Fig. 1: clock distribution
(3 px per um)
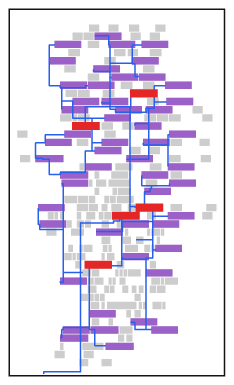
Fig. 2: wires at chosen ports, followed through buffers
(4 px per um)
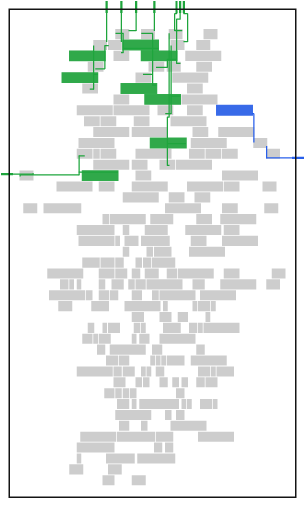
**config.mk**
```make
export PLATFORM = sky130hd
export DESIGN_NAME = serial_frame_receiver
export DESIGN_NICKNAME = d
export VERILOG_FILES = /design/src/rtl/serial_frame_receiver.sv
export SDC_FILE = /design/constraint.sdc
export NUM_CORES = 1
export LEC_CHECK = 0
export ABC_AREA = 0
export CAP_MARGIN = 20
export CORE_ASPECT_RATIO = 1.75
export CORE_MARGIN = 2
export CORE_UTILIZATION = 30
export CTS_CLUSTER_DIAMETER = 200
export DETAILED_ROUTE_END_ITERATION = 16
export GPL_TIMING_DRIVEN = 0
export HOLD_SLACK_MARGIN = 0.02
export RECOVER_POWER = 25
export SETUP_SLACK_MARGIN = 0.15
export SYNTH_ARGS = -nofsm -noshare
export SYNTH_HDL_FRONTEND = slang
export SYNTH_SLANG_ARGS = --single-unit
```
**constraint.sdc**
```tcl
create_clock -name clk -period 2.2 [get_ports clk]
set_input_delay 0.44 -clock clk [delete_from_list [all_inputs] [get_ports clk]]
set_output_delay 0.44 -clock clk [all_outputs]
set_load 0.02 [all_outputs]
```
**src/rtl/serial_frame_receiver.sv**
```systemverilog
// Serial frame receiver: oversamples sclk/sdata on the system clock and rebuilds
// START/addr/GAP1/data/GAP2/STOP frames into parallel words with valid/error strobes.
module serial_frame_receiver #(
  parameter int A_WIDTH     = 7,
  parameter int D_WIDTH     = 8,
  parameter int SYNC_STAGES = 2,
  parameter int TIMEOUT     = 64
) (
  input  logic               clk,
  input  logic               reset_n,
  input  logic               sclk_in,
  input  logic               sdata_in,
  input  logic               rx_en,
  output logic [A_WIDTH-1:0] a_out,
  output logic [D_WIDTH-1:0] d_out,
  output logic               frame_valid,
  output logic               frame_err,
  output logic               busy
);

  localparam int MAXW = (A_WIDTH > D_WIDTH) ? A_WIDTH : D_WIDTH;
  localparam int BW   = $clog2(MAXW + 1);
  localparam int TW   = $clog2(TIMEOUT + 1);
  localparam logic [BW-1:0] A_LAST = BW'(A_WIDTH - 1);
  localparam logic [BW-1:0] D_LAST = BW'(D_WIDTH - 1);
  localparam logic [TW-1:0] T_LAST = TW'(TIMEOUT - 1);

  typedef enum logic [2:0] {IDLE, ADDR, GAP1, DATA, GAP2, STOP} state_t;

  logic [SYNC_STAGES-1:0] sclk_sync;
  logic [SYNC_STAGES-1:0] sdata_sync;
  logic                   sclk_prev;
  logic                   edge_evt;
  logic                   sample;

  state_t             state;
  logic [BW-1:0]      bit_cnt;
  logic [TW-1:0]      tmo_cnt;
  logic [A_WIDTH-1:0] a_sr;
  logic [D_WIDTH-1:0] d_sr;

  // Synchronizer stage: both lines share the same depth so sample and edge stay aligned.
  always_ff @(posedge clk or negedge reset_n) begin
    if (!reset_n) begin
      sclk_sync  <= '1;
      sdata_sync <= '1;
      sclk_prev  <= 1'b1;
    end else begin
      sclk_sync  <= {sclk_sync[SYNC_STAGES-2:0], sclk_in};
      sdata_sync <= {sdata_sync[SYNC_STAGES-2:0], sdata_in};
      sclk_prev  <= sclk_sync[SYNC_STAGES-1];
    end
  end

  assign edge_evt = sclk_sync[SYNC_STAGES-1] & ~sclk_prev;
  assign sample   = sdata_sync[SYNC_STAGES-1];

  // Frame stage: tmo_cnt holds cycles elapsed since the last edge while a frame is open.
  always_ff @(posedge clk or negedge reset_n) begin
    if (!reset_n) begin
      state       <= IDLE;
      bit_cnt     <= '0;
      tmo_cnt     <= '0;
      a_sr        <= '0;
      d_sr        <= '0;
      a_out       <= '0;
      d_out       <= '0;
      frame_valid <= 1'b0;
      frame_err   <= 1'b0;
      busy        <= 1'b0;
    end else begin
      frame_valid <= 1'b0;
      frame_err   <= 1'b0;
      if (!rx_en) begin
        state   <= IDLE;
        busy    <= 1'b0;
        bit_cnt <= '0;
        tmo_cnt <= '0;
      end else if (state != IDLE && !edge_evt && tmo_cnt == T_LAST) begin
        frame_err <= 1'b1;
        state     <= IDLE;
        busy      <= 1'b0;
        bit_cnt   <= '0;
        tmo_cnt   <= '0;
      end else begin
        if (state != IDLE)
          tmo_cnt <= edge_evt ? TW'(1) : tmo_cnt + 1'b1;
        if (edge_evt) begin
          case (state)
            IDLE: begin
              if (!sample) begin
                state   <= ADDR;
                busy    <= 1'b1;
                bit_cnt <= '0;
                tmo_cnt <= TW'(1);
              end
            end
            ADDR: begin
              a_sr <= {a_sr[A_WIDTH-2:0], sample};
              if (bit_cnt == A_LAST) begin
                state   <= GAP1;
                bit_cnt <= '0;
              end else begin
                bit_cnt <= bit_cnt + 1'b1;
              end
            end
            GAP1: state <= DATA;
            DATA: begin
              d_sr <= {d_sr[D_WIDTH-2:0], sample};
              if (bit_cnt == D_LAST) begin
                state   <= GAP2;
                bit_cnt <= '0;
              end else begin
                bit_cnt <= bit_cnt + 1'b1;
              end
            end
            GAP2: state <= STOP;
            STOP: begin
              state   <= IDLE;
              busy    <= 1'b0;
              tmo_cnt <= '0;
              if (!sample) begin
                a_out       <= a_sr;
                d_out       <= d_sr;
                frame_valid <= 1'b1;
              end else begin
                frame_err <= 1'b1;
              end
            end
            default: begin
              state <= IDLE;
              busy  <= 1'b0;
            end
          endcase
        end
      end
    end
  end

endmodule

```
==> Changelog: implementation <==
### Physical design

- Flop and latch count out of synthesis: 52
- Max Transition Viols Final: 0
- Final Cycle Share: 84.5%
- Commonest flop: dfrtp_1
- Synth Net Count: 190
- DR vias: 1535
- Clk. pwr: 0.784 mW
- CTS Buf Count: 5
- Register share of total power: 51.6%
- Slowest cell on the critical path: dfstp_1
- Vias in the first global route: 1645
- Critical path endpoint: bit_cnt[2]
- Setup TNS: 0 ps
- Worst hold start: sdata_sync[0]
- Clock-cell share: 5.12%
- Post-route cell area: 2860 um2
- Max layer used: met4
- Syn. warnings: 0
- TAP cells: 88
- CP Capture Type: flop
- Hold slack: 357 ps
- Flop area: 1310 um2
- Status: complete, no violations
- Non-clk buf share: 9.66%
- Initial Util: 31.1%
- Post-synth seq share: 55.1%
- Routed wl met3: 94 um
- H-tree Lvls: 2
- GR Util met3: 1.99%
- Inverters: 4
- Area grow syn2layout: 20.6%
- Slew headroom: 1.16%
- Mapped Area: 2370 um2
- Final HPWL DP: 3260 um
- Launching point of the worst reg2reg path: sclk_sync[1]
- Post-layout minimum cycle time: 1860 ps
- Vias per cell: 5.10
- Most frequent logic cells in the routed design: 47 x dfrtp_1, 22 x mux2_2, 18 x clkdlybuf4s50_1
- Logic share of the area: 35.2%
- Area after DPL: 2720 um2
- Root Buffer: clkbuf_16
- Leakage power: 1.33 nW
- Die Size: 8660 um2
- I/O pin cnt: 23
- DIE WIDTH: 71.2 um
- Worst Hold End: sdata_sync[1]
- Unrepaired setup endpoints after global routing: false
- R2R Path End: bit_cnt[2]
- Synthesized instance count: 182
- Hold path cells: 0
- Nets: 220
- GR Util met2: 20.4%
- Post-DRT Antenna Nets: 0
- CP required: 2380 ps
- GPL Wtd Cong: 0.786
- Power Dens Cells: 695 nW/um2
- CP Depth: 4
- Buffers excl. clock: 30
- Least-Margin Pin Slew: 1480 ps
- Total track usage: 11.4%
- CP Max Fanout: 7
- Logic area: 1010 um2
- Fin. Hold Viols: 0
- Int Pwr: 1.50 mW
- Seq pwr: 1.03 mW
- Leading power group: sequential cells
- Chip height: 122 um
- Number of diodes: 0
- Max stage delay on crit path: 550 ps
- Min-Delay Path Class: reg -> reg
- Reg2reg setup slack: 340 ps
- First-pass GRT wire length: 7810 um
- # rows: 42
- Number of OpenROAD warnings: 27
- CP bufs+invs: 0
- Fraction of layout cells with a size suffix above 1: 26.3%
- Mean Syn Cell Area: 13.0 um2
- Largest class: registers
- Number of enable flip-flop cells: 0
## Picture notes: Fig. 1
- red: clock-net drivers (count 5)
- purple: flip-flops (count 52)
- blue: clock wires (length 679 um)
- routed clock nets: 6
part of the power in the clock network: 39.4%
clk latency late pin: 290 ps

## Picture notes: Fig. 2
- blue: `frame_valid` (bits 1; direction output; edge right; end cells 1; buffers 1; wire 17.1 um)
- green: `d_out` (bits 8; direction output; edge 7 top, 1 left; end cells 8; buffers 8; wire 218 um)

## synthesized netlist by cell type, drive strengths merged, types with 2 or more instances
cell type	instances	area share, %
dfrtp	47	50
mux2	31	15
nor2	12	2.0
buf	7	1.8
nand2	7	1.1
nor3	7	3.1
o21ai	6	1.3
dfstp	5	5.5
nand3	5	1.1
inv	4	0.63
nand4	4	1.6
xor2	4	1.5
ha	3	1.6
nor2b	3	0.79
o211ai	3	0.95
o22ai	3	0.79
a21boi	2	0.63
a21o	2	0.63
a31oi	2	0.79
and4	2	0.74
nand2b	2	0.53
## worst reg2reg max path, delay by kind of cell, from the launching register on
| family | cells | cell delay [ps] |
|---|---|---|
| AND-OR/OR-AND | 2 | 420 |
| flip-flops | 1 | 550 |
| AND/OR/NAND/NOR | 2 | 790 |
## logic make-up (layout without fill, tap and decap cells)
| kind of cell | after synthesis | after routing | share of synthesized area (%) |
|---|---|---|---|
| muxes | 32 | 32 | 15.1 |
| buffers and inverters | 11 | 42 | 2.48 |
| AOI/OAI and AO/OA | 31 | 31 | 10.5 |
| and+or+nand+nor | 49 | 49 | 13.7 |
| xor gates and xnor gates | 4 | 4 | 1.48 |
| adders and majority gates | 3 | 3 | 1.58 |
| DFF | 52 | 52 | 55.1 |
## what timing repair did
item	4_1_cts	5_1_grt
buffers inserted	0	0
setup endpoints to repair	9	0
resized	1	0
## flip-flops by register name, indices dropped and copies added, names as in the netlist
signal and cells:
tmo_cnt 7, a_sr 7, frame_valid 1, sclk_prev 1, frame_err 1, sclk_sync 2, sdata_sync 2, bit_cnt 4
d_out 8, d_sr 8, state 3, busy 1, a_out 7
## per-stage QoR
stage	setup slack [ps]	std cells
final	342	301
after CTS	322	301
after detailed placement	-222	293
after floorplan	548	182
after global routing	209	301
after global placement	-859	292
Power figures rest on the tool's default switching activity, not on a simulated workload.
